===== src/rtl/mem_arb_pkg.sv =====
// Shared types and constants for the two-port RAM arbiter.
package mem_arb_pkg;

  typedef enum logic [1:0] {
    StIdle,
    StIssue,
    StWait,
    StResp
  } state_e;

  localparam int unsigned PORT_CPU = 0;
  localparam int unsigned PORT_DMA = 1;
  localparam int unsigned STAT_W   = 16;

endpackage


===== src/rtl/rr_arbiter2.sv =====
// Two-way round-robin picker; the pointer remembers which port was granted last.
module rr_arbiter2 (
  input  logic       clk,
  input  logic       reset,
  input  logic [1:0] req,
  input  logic       advance,
  output logic [1:0] pick
);

  // 1 means port 1 was granted last, so port 0 wins the next tie
  logic last_q;

  // Single requester wins outright; a tie goes to the port not granted last
  always_comb begin
    pick = 2'b00;
    case (req)
      2'b01:   pick = 2'b01;
      2'b10:   pick = 2'b10;
      2'b11:   pick = last_q ? 2'b01 : 2'b10;
      default: pick = 2'b00;
    endcase
  end

  // Pointer moves only when a grant is actually taken
  always_ff @(posedge clk) begin
    if (reset) begin
      last_q <= 1'b1;
    end else if (advance && (req != 2'b00)) begin
      last_q <= pick[1];
    end
  end

endmodule


===== src/rtl/mem_arbiter.sv =====
// Shares one single-port data RAM between the CPU data port (0) and the DMA port (1).
// One access at a time: IDLE -> ISSUE -> (write: IDLE | read: WAIT -> RESP -> IDLE).
// Optional build macro MEM_ARB_STATS_EN enables the contention counter on stat_conflicts.
module mem_arbiter
  import mem_arb_pkg::*;
#(
  parameter int unsigned ADDR_W = 32,
  parameter int unsigned DATA_W = 32,
  parameter int unsigned RD_LAT = 1
) (
  input  logic              clk,
  input  logic              reset,
  input  logic              req0,
  input  logic              req1,
  input  logic              we0,
  input  logic              we1,
  input  logic [ADDR_W-1:0] addr0,
  input  logic [ADDR_W-1:0] addr1,
  input  logic [DATA_W-1:0] wdata0,
  input  logic [DATA_W-1:0] wdata1,
  output logic              gnt0,
  output logic              gnt1,
  output logic              rvalid0,
  output logic              rvalid1,
  output logic [DATA_W-1:0] rdata0,
  output logic [DATA_W-1:0] rdata1,
  output logic              ram_wr_sig,
  output logic [ADDR_W-1:0] ram_addr,
  output logic [DATA_W-1:0] ram_wr_data,
  input  logic [DATA_W-1:0] ram_rd_data,
  output logic [STAT_W-1:0] stat_conflicts
);

  localparam int unsigned CntW = (RD_LAT > 1) ? $clog2(RD_LAT) : 1;

  state_e            state_q;
  logic              idx_q;
  logic              we_q;
  logic [CntW-1:0]   cnt_q;
  logic              gnt0_q, gnt1_q, rvalid0_q, rvalid1_q, ram_wr_q;
  logic [ADDR_W-1:0] ram_addr_q;
  logic [DATA_W-1:0] ram_wdata_q;
  logic [DATA_W-1:0] rdata_q;
  logic [1:0]        pick;
  logic              in_idle;

  assign in_idle = (state_q == StIdle);

  rr_arbiter2 u_rr (
    .clk     (clk),
    .reset   (reset),
    .req     ({req1, req0}),
    .advance (in_idle),
    .pick    (pick)
  );

  // Access sequencer; all outputs registered so they align with the state they belong to
  always_ff @(posedge clk) begin
    if (reset) begin
      state_q     <= StIdle;
      idx_q       <= 1'b0;
      we_q        <= 1'b0;
      cnt_q       <= '0;
      gnt0_q      <= 1'b0;
      gnt1_q      <= 1'b0;
      rvalid0_q   <= 1'b0;
      rvalid1_q   <= 1'b0;
      ram_wr_q    <= 1'b0;
      ram_addr_q  <= '0;
      ram_wdata_q <= '0;
      rdata_q     <= '0;
    end else begin
      gnt0_q    <= 1'b0;
      gnt1_q    <= 1'b0;
      rvalid0_q <= 1'b0;
      rvalid1_q <= 1'b0;
      ram_wr_q  <= 1'b0;
      case (state_q)
        StIdle: begin
          if (pick != 2'b00) begin
            idx_q       <= pick[1];
            we_q        <= pick[1] ? we1 : we0;
            ram_addr_q  <= pick[1] ? addr1 : addr0;
            ram_wdata_q <= pick[1] ? wdata1 : wdata0;
            ram_wr_q    <= pick[1] ? we1 : we0;
            gnt0_q      <= pick[0];
            gnt1_q      <= pick[1];
            state_q     <= StIssue;
          end
        end
        StIssue: begin
          if (we_q) begin
            state_q <= StIdle;
          end else begin
            cnt_q   <= CntW'(RD_LAT - 1);
            state_q <= StWait;
          end
        end
        StWait: begin
          if (cnt_q == '0) begin
            rdata_q   <= ram_rd_data;
            rvalid0_q <= (idx_q == 1'(PORT_CPU));
            rvalid1_q <= (idx_q == 1'(PORT_DMA));
            state_q   <= StResp;
          end else begin
            cnt_q <= cnt_q - CntW'(1);
          end
        end
        StResp: state_q <= StIdle;
        default: state_q <= StIdle;
      endcase
    end
  end

  assign gnt0        = gnt0_q;
  assign gnt1        = gnt1_q;
  assign rvalid0     = rvalid0_q;
  assign rvalid1     = rvalid1_q;
  assign rdata0      = rdata_q;
  assign rdata1      = rdata_q;
  assign ram_wr_sig  = ram_wr_q;
  assign ram_addr    = ram_addr_q;
  assign ram_wr_data = ram_wdata_q;

`ifdef MEM_ARB_STATS_EN
  logic [STAT_W-1:0] stat_q;

  // Saturating count of IDLE cycles in which both ports were requesting
  always_ff @(posedge clk) begin
    if (reset) begin
      stat_q <= '0;
    end else if (in_idle && req0 && req1 && (stat_q != {STAT_W{1'b1}})) begin
      stat_q <= stat_q + STAT_W'(1);
    end
  end

  assign stat_conflicts = stat_q;
`else
  assign stat_conflicts = '0;
`endif

endmodule


===== config.mk =====
export PLATFORM = sky130hd
export DESIGN_NAME = mem_arbiter
export DESIGN_NICKNAME = d
export VERILOG_FILES = /design/src/rtl/mem_arb_pkg.sv /design/src/rtl/rr_arbiter2.sv /design/src/rtl/mem_arbiter.sv
export SDC_FILE = /design/constraint.sdc
export NUM_CORES = 1
export LEC_CHECK = 0
export CORE_AREA = 2 2 137 126
export CTS_CLUSTER_DIAMETER = 30
export DETAILED_ROUTE_END_ITERATION = 7
export DIE_AREA = 0 0 139 128
export PLACE_DENSITY = 0.77
export SLEW_MARGIN = 20
export SYNTH_ARGS = -nofsm -noshare
export SYNTH_HDL_FRONTEND = slang
export SYNTH_SLANG_ARGS = --single-unit

===== constraint.sdc =====
create_clock -name clk -period 2.8 [get_ports clk]
set_input_delay 0.42 -clock clk [delete_from_list [all_inputs] [get_ports clk]]
set_output_delay 0.42 -clock clk [all_outputs]
set_load 0.01 [all_outputs]

Metal 4:
(3 px per um) Supply wires on this layer in gray.
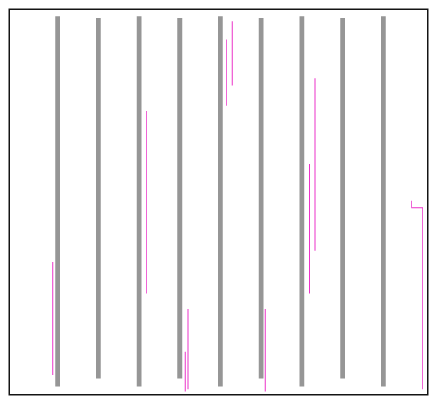
The layer carries 374 um of wire. The wires run mostly vertical. 9 nets have wire on it. The longest straight run is 60.5 um.

M3 wires:
(3 px per um)
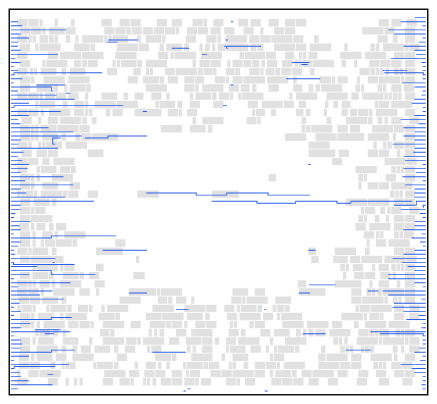
The layer carries 1530 um of wire. 206 nets have wire on it. The longest straight run is 36.1 um. The wires run mostly horizontal. The layer holds 9.5% of the routed length.

==> run summary <==
status -> finished clean
final setup margin -> 0.940 ns
Hold Path Class -> reg -> reg
end of the critical path -> ram_wr_data[12]$_SDFFE_PP0P_
FFs w/ async S/R, synth -> 0%
Core Util, Final -> 49.5%
CP Capture Type -> register
Critical R2R Capture -> ram_wr_data[12]$_SDFFE_PP0P_
IO Pins -> 315
Non-CTS buffers -> 313
Mapped Cells -> 590
Slew HR -> 64.2%
yosys cell count -> 590
Main logic family -> AND-OR/OR-AND gates
Largest delay share family, worst path -> buffers and inverters
Adder Area Share -> 0%
Area leader share -> 42.4%
top_reg_cell synth -> dfxtp_1
clk root buf -> clkbuf_16
Peak VDD IR -> 0.308 mV
RSZ-0062 raised after global routing -> false
Place WS -> 0.584 ns
initial antenna violation count -> 0
top-count cell post-synth -> nand2_1
Layout Skew -> 0.00890 ns
Worst Max-Slew Pin Slew -> 0.537 ns
CTS tree -> built
Hold Path Cell Cnt -> 1
design area -> 8140 um2
Post-Layout Cell Count -> 1041
max-slew violation count -> 0
Die H -> 128 um
worst-path cell chain -> clkdlybuf4s50_1 -> or2_2 -> and2_4 -> buf_4 -> a311oi_1
Worst setup startpoint -> req0
CP max stage cell -> clkdlybuf4s50_1
logic area -> 2320 um2
Yosys Chip Area -> 5000 um2
Reg2Reg Depth -> 4
Log Warnings -> 26
PD cells -> 525 nW/um2
Worst setup SP type -> input port
min Tclk post-route -> 1.86 ns
synth warn -> 0
crit path buf inv count -> 2
Final Hold Viols -> 0
Detail Route Antenna Nets -> 0
Well Taps -> 211
CP Max Fanout -> 31
core area -> 16400 um2
distinct lib cells -> 24
Antenna Cells -> 0
Pre-Repair DR Iteration Count -> 4
yosys xor share -> 0%
max cap viols -> 0
cts hold-fix bufs -> 0
Pleak -> 2.91 nW
Multi-In Gates -> 395
CP required -> 3.01 ns
via/cell ratio -> 4.85
area post-placement -> 7850 um2
Cell Rows -> 45
post-cts resize count -> 0
post-layout period usage of the worst path -> 66.4%
Design Power -> 4.27 mW
hold path start -> idx_q$_SDFFE_PP0P_
layout cells sized above 1 -> 10.7%
Routing congestion map:
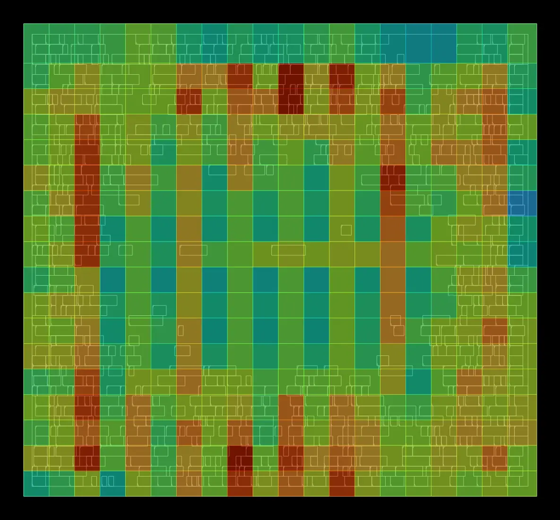
met3 usage: 6.76%
gr usage total: 17.4%
grt peak-use layer: met2
GR met1 Demand/Resource: 19.2%
Avg WL per Cell: 15.5 um

==> metal layers <==
layer | routed length [um] | global-route usage, % | up-vias | part of all wire [%]
met5 | 0 | 0 | - | 0
met4 | 373 | 6.60 | 0 | 2.3
met3 | 1530 | 6.76 | 25 | 9.5
met2 | 7940 | 30.6 | 240 | 49
met1 | 6270 | 19.2 | 2346 | 39
li1 | - | - | 2443 | -
==> registers in the layout, summed over array words and instances (netlist names), named ones only <==
signal	flops
ram_wr_data	32
rvalid0	1
gnt0	1
gnt1	1
ram_wr_sig	1
rdata0	32
ram_addr	32
rvalid1	1
we_q	1
u_rr.last_q	1
idx_q	1
state_q	1
==> report_power, final <==
part / total, mW / internal, mW / switching [mW]
Sequential: 1.75 / 1.66 / 0.0911
Combinational: 1.28 / 0.700 / 0.584
Clock: 1.24 / 0.639 / 0.599
Power is estimated from default activity; no workload was simulated.
